==> images/clock_nets.png <==
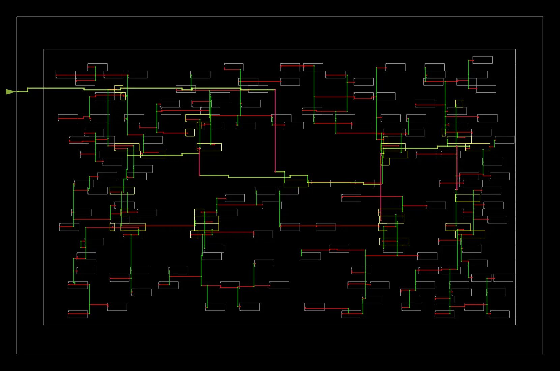
==> images/m2.png <==
(1.5 px per um)
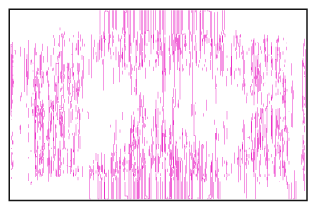
`config.mk`:
```
export PLATFORM = sky130hd
export DESIGN_NAME = mem_port_arbiter
export DESIGN_NICKNAME = d
export VERILOG_FILES = /design/src/rtl/mem_port_arbiter.sv
export SDC_FILE = /design/constraint.sdc
export NUM_CORES = 1
export LEC_CHECK = 0
export CAP_MARGIN = 20
export CELL_PAD_IN_SITES_DETAIL_PLACEMENT = 1
export CELL_PAD_IN_SITES_GLOBAL_PLACEMENT = 1
export CORE_ASPECT_RATIO = 0.6
export CORE_MARGIN = 10
export CORE_UTILIZATION = 28
export DETAILED_ROUTE_END_ITERATION = 7
export PLACE_DENSITY = 0.83
export SYNTH_ARGS = -nofsm -noshare
export SYNTH_HDL_FRONTEND = slang
export SYNTH_SLANG_ARGS = --single-unit
```
`constraint.sdc`:
```
create_clock -name clk -period 1.72 [get_ports clk]
set_input_delay 0.172 -clock clk [delete_from_list [all_inputs] [get_ports clk]]
set_output_delay 0.172 -clock clk [all_outputs]
set_load 0.1 [all_outputs]
```
`src/rtl/mem_port_arbiter.sv`:
```
// Two-requester arbiter for a single Avalon-style memory port: instruction fetch (IF)
// and load/store (LS) share the bus, with round-robin priority when both are pending.
module mem_port_arbiter #(
    parameter int ADDR_W = 32,
    parameter int DATA_W = 32,
    localparam int BE_W  = DATA_W / 8
) (
    input  logic              clk,
    input  logic              reset,
    // instruction-fetch requester
    input  logic              if_req,
    input  logic [ADDR_W-1:0] if_addr,
    output logic              if_done,
    output logic [DATA_W-1:0] if_rdata,
    // load/store requester
    input  logic              ls_req,
    input  logic              ls_write,
    input  logic [ADDR_W-1:0] ls_addr,
    input  logic [DATA_W-1:0] ls_wdata,
    input  logic [BE_W-1:0]   ls_byteen,
    output logic              ls_done,
    output logic [DATA_W-1:0] ls_rdata,
    // memory port
    output logic [ADDR_W-1:0] address,
    output logic              read,
    output logic              write,
    output logic [DATA_W-1:0] writedata,
    output logic [BE_W-1:0]   byteenable,
    input  logic [DATA_W-1:0] readdata,
    input  logic              waitrequest
);

    typedef enum logic [1:0] {
        ST_IDLE,
        ST_BUS,
        ST_DONE
    } state_t;

    typedef enum logic {
        OWN_IF,
        OWN_LS
    } owner_t;

    state_t state;
    owner_t owner;
    owner_t last_grant;

    logic   grant_valid;
    owner_t pick;

    // NOTE: every signal assigned in always_comb gets a default first, so no path
    // leaves it unassigned and no latch is inferred.
    always_comb begin
        grant_valid = if_req || ls_req;
        pick        = OWN_IF;
        if (if_req && ls_req) begin
            pick = (last_grant == OWN_IF) ? OWN_LS : OWN_IF;
        end else if (ls_req) begin
            pick = OWN_LS;
        end
    end

    // NOTE: sequential state uses non-blocking assignments only, so every register
    // samples pre-edge values and the block order does not matter.
    always_ff @(posedge clk) begin
        if (reset) begin
            state      <= ST_IDLE;
            owner      <= OWN_IF;
            last_grant <= OWN_LS;
            address    <= '0;
            read       <= 1'b0;
            write      <= 1'b0;
            writedata  <= '0;
            byteenable <= '0;
            if_done    <= 1'b0;
            ls_done    <= 1'b0;
            if_rdata   <= '0;
            ls_rdata   <= '0;
        end else begin
            if_done <= 1'b0;
            ls_done <= 1'b0;

            case (state)
                ST_IDLE: begin
                    if (grant_valid) begin
                        owner      <= pick;
                        last_grant <= pick;
                        state      <= ST_BUS;
                        if (pick == OWN_IF) begin
                            address    <= if_addr;
                            read       <= 1'b1;
                            write      <= 1'b0;
                            writedata  <= '0;
                            byteenable <= '1;
                        end else begin
                            address    <= ls_addr;
                            read       <= ~ls_write;
                            write      <= ls_write;
                            writedata  <= ls_wdata;
                            byteenable <= ls_byteen;
                        end
                    end
                end

                ST_BUS: begin
                    // Bus fields stay latched; only the strobes drop once accepted.
                    if (!waitrequest) begin
                        read  <= 1'b0;
                        write <= 1'b0;
                        state <= ST_DONE;
                        if (owner == OWN_IF) begin
                            if_done <= 1'b1;
                            if (read) if_rdata <= readdata;
                        end else begin
                            ls_done <= 1'b1;
                            if (read) ls_rdata <= readdata;
                        end
                    end
                end

                ST_DONE: begin
                    state <= ST_IDLE;
                end

                default: begin
                    state <= ST_IDLE;
                end
            endcase
        end
    end

    // Structural invariants of the port protocol.
    assert property (@(posedge clk) disable iff (reset) !(read && write));
    assert property (@(posedge clk) disable iff (reset) !(if_done && ls_done));
    assert property (@(posedge clk) disable iff (reset) (read || write) |-> (state == ST_BUS));

endmodule

```
==> impl_metrics.json <==
{
  "status": "complete, no violations",
  "die_h_um": 126.5,
  "drt_iter0_drc": 168,
  "antenna_found_initial": 0,
  "arrival_ns": 1.82,
  "overflow": 0,
  "root_buffer": "clkbuf_16",
  "place_congestion": 0.7784,
  "finalSetupTns_ns": 0,
  "xor_area_share_pct": 0,
  "crit_slowest_cell": "and4bb_1",
  "area_delta_synth_final_pct": 63.92,
  "n_antenna_cell": 0,
  "ys.flops": 140,
  "synth_top_cell_by_area": "dfxtp_1",
  "crit_start": "state[1]$_SDFFE_PP0P_",
  "relSlewSlack_pct": 63.87,
  "adder_share_pct": 0,
  "p_leak_nw": 3.780,
  "power_mw": 9.603,
  "synthesis.instances": 541,
  "slew_viol_final": 0,
  "tool_warnings": 26,
  "vias_per_cell": 4.752,
  "reg2reg_to": "ls_rdata[16]$_SDFFE_PP0P_",
  "fmax_mhz": 672.5,
  "synthTopCellsByCount": "163 x nand2_1, 140 x dfxtp_1, 64 x mux2i_1, 35 x a21oi_1"
}
Notes on clock_nets.png above:
Clock Latency Late Sink: 0.41 ns
Final Skew: 0.006248 ns
Clk. pwr: 3.63 mW

Notes on m2.png above:
share of all routed wire: 46%
main direction: vertical
longest straight run: 64.0 um
wire length on this layer: 9,870 um
nets with wire on the layer: 862
Routed WL: 21,400 um
routed vias: 5,075
grt met2 use: 26.96%

## layout make-up
| type | instances | area [um2] |
|---|---|---|
| Clock inverter | 14 | 146.4 |
| Clock buffer | 18 | 429.2 |
| Sequential cell | 140 | 2804 |
| Timing Repair Buffer | 299 | 2745 |
| Inverter | 1 | 5.005 |
| Fill cell | 2042 | 9635 |
| Multi-Input combinational cell | 356 | 2240 |
| Tap cell | 240 | 300.3 |
## power breakdown
group,leakage (nW),internal [mW],switching (mW)
Combinational,2.36,0.741,1.72
Clock,0.276,2.14,1.49
Sequential,1.14,3.42,0.100
Total,3.78,6.30,3.31
## how the worst min path moves through the flow
| stage | cells past startpoint | end | start | slack [ns] |
|---|---|---|---|---|
| after detailed placement | 2 | if_rdata[5]$_SDFFE_PP0P_ | if_rdata[5]$_SDFFE_PP0P_ | 0.45 |
| after CTS | 3 | address[4]$_SDFFE_PP0P_ | reset | 0.20 |
| final | 3 | address[6]$_SDFFE_PP0P_ | reset | 0.20 |
| after floorplan | 1 | writedata[10]$_SDFFE_PP0P_ | ls_wdata[10] | 0.30 |
| after global routing | 3 | address[9]$_SDFFE_PP0P_ | reset | 0.21 |
| after global placement | 2 | ls_rdata[15]$_SDFFE_PP0P_ | ls_rdata[15]$_SDFFE_PP0P_ | 0.44 |
## tightest hold or removal path, delay by kind of cell
family / cells / cell delay [ns]
AOI/OAI and AO/OA: 1 / 0.06
buffers and inverters: 2 / 0.33
## layer usage
| metal | global-route usage [%] | vias to the layer above |
|---|---|---|
| met1 | 19.10 | 2415 |
| met2 | 26.96 | 189 |
| met4 | 3.917 | 0 |
| met3 | 7.631 | 16 |
| li1 | - | 2455 |
| met5 | 0 | - |
## timing repair
| item | in CTS | in global routing |
|---|---|---|
| resized | 0 | 1 |
| setup endpoints to repair | 0 | 36 |
| setup buffers | 0 | 0 |
Power and IR drop assume default switching activity.
